layer_met3.png
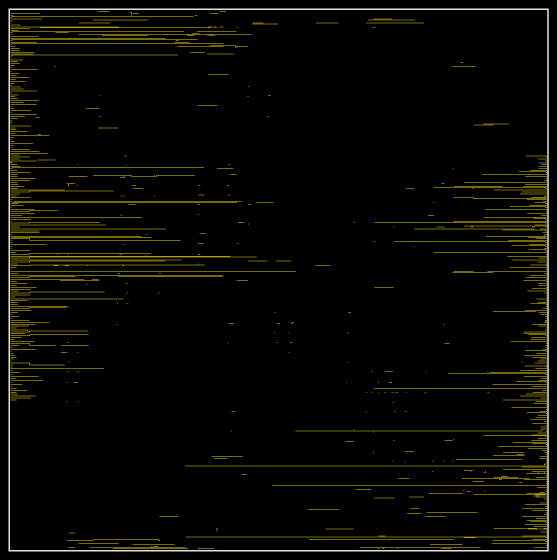
layer_met2.png
The bar under the picture is 100 µm long.
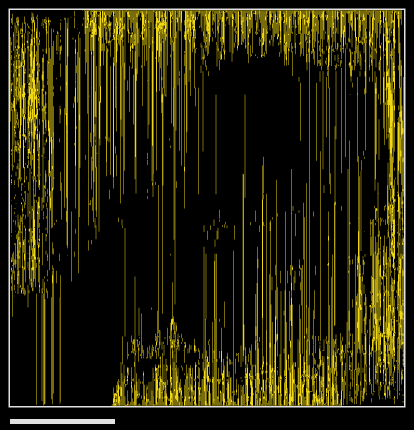
congestion.png
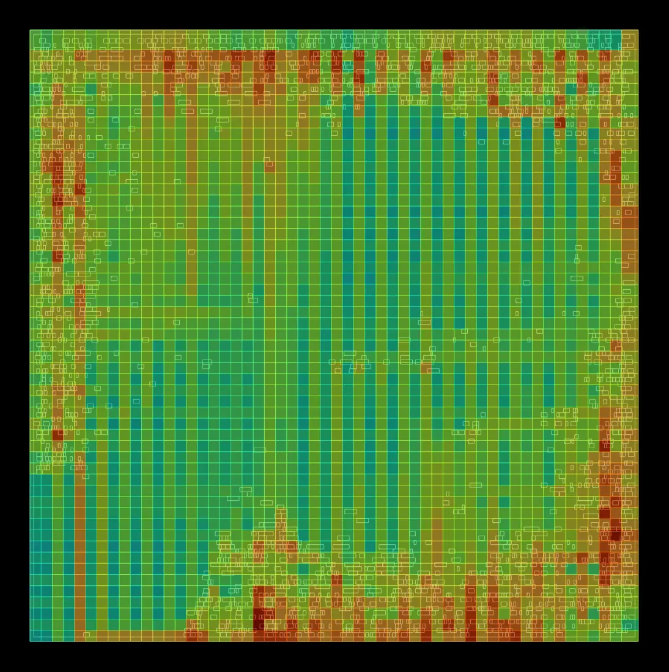
io_fan.png
The bar under the picture is 100 µm long.
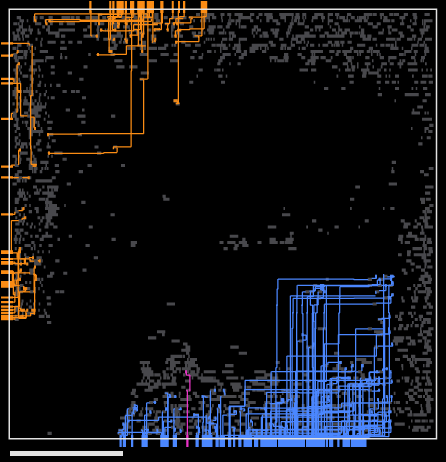
==> config.mk <==
export PLATFORM = sky130hd
export DESIGN_NAME = mul54_share_arbiter_flat
export DESIGN_NICKNAME = d
export VERILOG_FILES = /design/src/rtl/mul54_share_arbiter_if.sv /design/src/rtl/mul54_share_arbiter.sv /design/src/flat_wrapper.sv
export SDC_FILE = /design/constraint.sdc
export NUM_CORES = 1
export LEC_CHECK = 0
export ABC_AREA = 1
export CORE_AREA = 2 2 374 376
export CTS_CLUSTER_SIZE = 12
export DETAILED_ROUTE_END_ITERATION = 10
export DIE_AREA = 0 0 376 378
export HOLD_SLACK_MARGIN = 0.03
export PLACE_DENSITY = 0.34
export SYNTH_ARGS = -nofsm -noshare
export SYNTH_HDL_FRONTEND = slang
export SYNTH_SLANG_ARGS = --single-unit
==> constraint.sdc <==
create_clock -name clock -period 2.15 [get_ports clock]
set_input_delay 0.215 -clock clock [delete_from_list [all_inputs] [get_ports clock]]
set_output_delay 0.215 -clock clock [all_outputs]
set_load 0.005 [all_outputs]
==> run summary <==
Physical implementation status

The number of buffers and inverters on the critical path is 7. The violation tally recorded at the end of detailed-routing iteration 0 is 585. The final count of hold timing violations stands at 0. Looking at the clock tree report, the H-tree level count equals 1.

For the final routed database, the setup TNS stands at -1.98 ns. Per the synthesis report, the XOR/XNOR share of the synthesized area is 0.00179. The static leakage stands at 9.77 nW.

The number of cells on the worst reg-to-reg path is 12. The switching portion of total power comes to 0.381. Along the worst path, the maximum fanout reaches 7.

The number of flip-flops under the largest register name stands at 4. The number of antenna violations at the first check in global routing came to 106. The core region area stands at 139000 µm². The slew at the pin closest to its max-slew limit stands at 0.424 ns. By area the synthesized netlist is led by nor2_1, nand2_1, nand3_1.

The switching component of the power was reported as 1.48 mW. The detailed router reports a met2 wire length of 53100 µm. The most common logic cells in the final layout are clkdlybuf4s50_1, nor2_1, nand2_1. The sink count of the clock tree stands at 12. Entering global routing, the biggest net connects 67 pins. Per the timing report, the achievable frequency comes out to 444 MHz. The longest individual stage delay on the worst path stands at 0.38 ns.

The number of global-route vias before repair stands at 11300. The critical path required time stands at 1.93 ns. The layout report lists the clock-cell share of area as 0.00456. The first global-routing pass estimated 126000 µm of wire. Setup repair after global routing could not meet its margin everywhere. Of the total synthesized cell area, the portion taken by AND-OR and OR-AND cells is 0.116.

In this design, the critical path's most frequently occurring cell is buf_12. The maximum clock skew at final layout stands at 0.00291 ns. Clock tree synthesis selected as its root buffer the cell clkbuf_16.

The internal reg-to-reg setup slack stands at 0.46 ns. The die covers 142000 µm². STA classifies the critical path startpoint as a flop.

The clock latency on the worst-skew pair stands at 0.24 ns. The number of buffers between clock root and the deepest sink stands at 2. The number of synthesized register bits stands at 12. The layout report gives the multi-input gate share of total cell area as 0.217.

Counting only logic cells after layout, the most numerous master is clkdlybuf4s50_1. For this design, the CTS-stage hold fixing added 0 buffers. The post-detailed-route via-to-cell ratio stands at 3.00. The final instance area stands at 19500 µm².

The number of cells after detailed placement stands at 3884. Of the post-synthesis cell area, the dominant cell type holds 0.332. Per report_power, the Combinational row totals 3.24 mW. TritonCTS built the clock tree. Looking at the group totals, the largest power group turns out to be combinational logic. The met1 routed wirelength after detailed routing stands at 41600 µm. In this run, distinct cell masters in the synthesized netlist total 20. After detailed routing, no signal wire sits above met5. The count of cells in the finished layout, fillers not included, comes to 3969. The run finished, with violations left. STA classifies the critical path endpoint as a primary output.

Of the total standard cell area in the layout, the sequential portion is 0.0158. In the floorplan report the effective utilization is 0.0353. The pre-CTS worst setup slack stands at -0.370 ns.

The number of cells in Yosys stat stands at 1121. The smallest clock period supported by the final layout is computed as 2.25 ns. The sequential area share after synthesis stands at 0.0614. The power report lists cell-internal power as 2.40 mW. The combinational group share of total power stands at 0.835.

The minimum hold slack stands at 0.483 ns. The synthesis warning total stands at 0. Of all the cell area in the finished design, non-clock buffers hold 0.620. Per report_power, the Sequential row totals 0.256 mW. The number of standard-cell rows in the floorplan stands at 137. The adder and majority gate portion of the synthesized area stands at 0.00512.

In this run, the synthesized area fraction spent on and/or/nand/nor cells is recorded as 0.634. The filler cells instantiated in the layout total 16200. For this run the top cell type by instance count after synthesis was nor2_1. The total overflow left after global routing is 0. Summed over all instances, the cell type with the most area after synthesis is nor2_1. According to the floorplan report, the die width is 376 µm. For this run, the final setup violation count is recorded as 57. The number of nets in the synthesized netlist is 1664.

STA reports the tightest min-delay check as being of type flop to flop. The vertical die dimension reported for this design is 378 µm. The clock group total power stands at 0.384 mW.

A synthesized cell averages 4.36 µm². The register area stands at 308 µm². The number of gates resized after CTS was 212.

In the synthesized netlist, the dominant kind of combinational cell is simple AND/OR/NAND/NOR gates. In the detailed route, the total length drawn on met3 is 11200 µm. Post-synth the commonest register cell is dfrtp_1. The total of plain and repair buffers excluding clock buffers stands at 1117.

The final reports fail on setup timing. The warning total across the stage logs stands at 29. The area of the mapped netlist stands at 4890 µm². The layout has 4 clock buffers. The antenna diode count stands at 10. For reference, the most critical setup path is categorized as flop to primary output. The part of the total power dissipated in sequential elements stands at 0.066.

The smallest setup slack after layout stands at -0.100 ns. Across the placement rows, the number of tap cells is 1807. The cell family contributing the most delay on the critical path is buffers and inverters. After detailed placement, the total cell area comes to 17600 µm². The peak ir drop on the vdd network stands at 0.296 mV. The number of enable flip-flop cells stands at 0. The part of the power in the clock network stands at 0.099. The total stage count of the critical path stands at 14. The iteration count recorded for the first detailed-route pass is 4. The Yosys chip area stands at 4890 µm².

The final HPWL from detailed placement stands at 93500 µm. Among all cell classes, the greatest summed area belongs to non-clock buffers. The TritonCTS buffer count stands at 3. The power density of the placed cells stands at 199 nW/µm². Of the cells placed in the final design, the portion with a size suffix greater than 1 is 0.189. In this run the post-CTS setup repair buffer count came out at 13. The final layout contains a sequential cell count of 12.

The number of inverters outside the clock class in the layout stands at 120. The hold path depth stands at 1. In the finished design, the share of the clock period the worst path needs comes to 1.05.

The synthesis-to-layout area growth stands at 299%. Among all stages on the critical path, the largest delay is contributed by dfrtp_1.
About layer_met3.png:
wire length on this layer = 11200 µm
share of all routed wire = 10%
nets with wire on the layer = 510
longest straight run = 252 µm
main direction = horizontal
post-detailed-routing wire length: 108000 µm
total via count in the routed design: 11900
global-route track usage on met3: 0.0584

About layer_met2.png:
share of all routed wire = 49%
wire length on this layer = 53.1 mm
nets with wire on the layer = 2286
longest straight run = 303 µm
met2 capacity usage during global routing: 0.242

About congestion.png:
routed length per placed instance: 27.2 µm
fin util: 0.141
total track usage: 0.136
GR Util met1: 0.155

About io_fan.png:
bus_req1_latch_b -> magenta  # direction input, end cells 1, buffers 1, wire 62.5 µm
bus_req1_c -> blue  # direction input, end cells 105, buffers 105, wire 8530 µm
bus_req0_b -> orange  # direction input, end cells 54, buffers 54, wire 2360 µm
quantity of I/O buffers inserted on ports: 970
number of I/O pins: 971

Power is estimated from default activity; no workload was simulated.
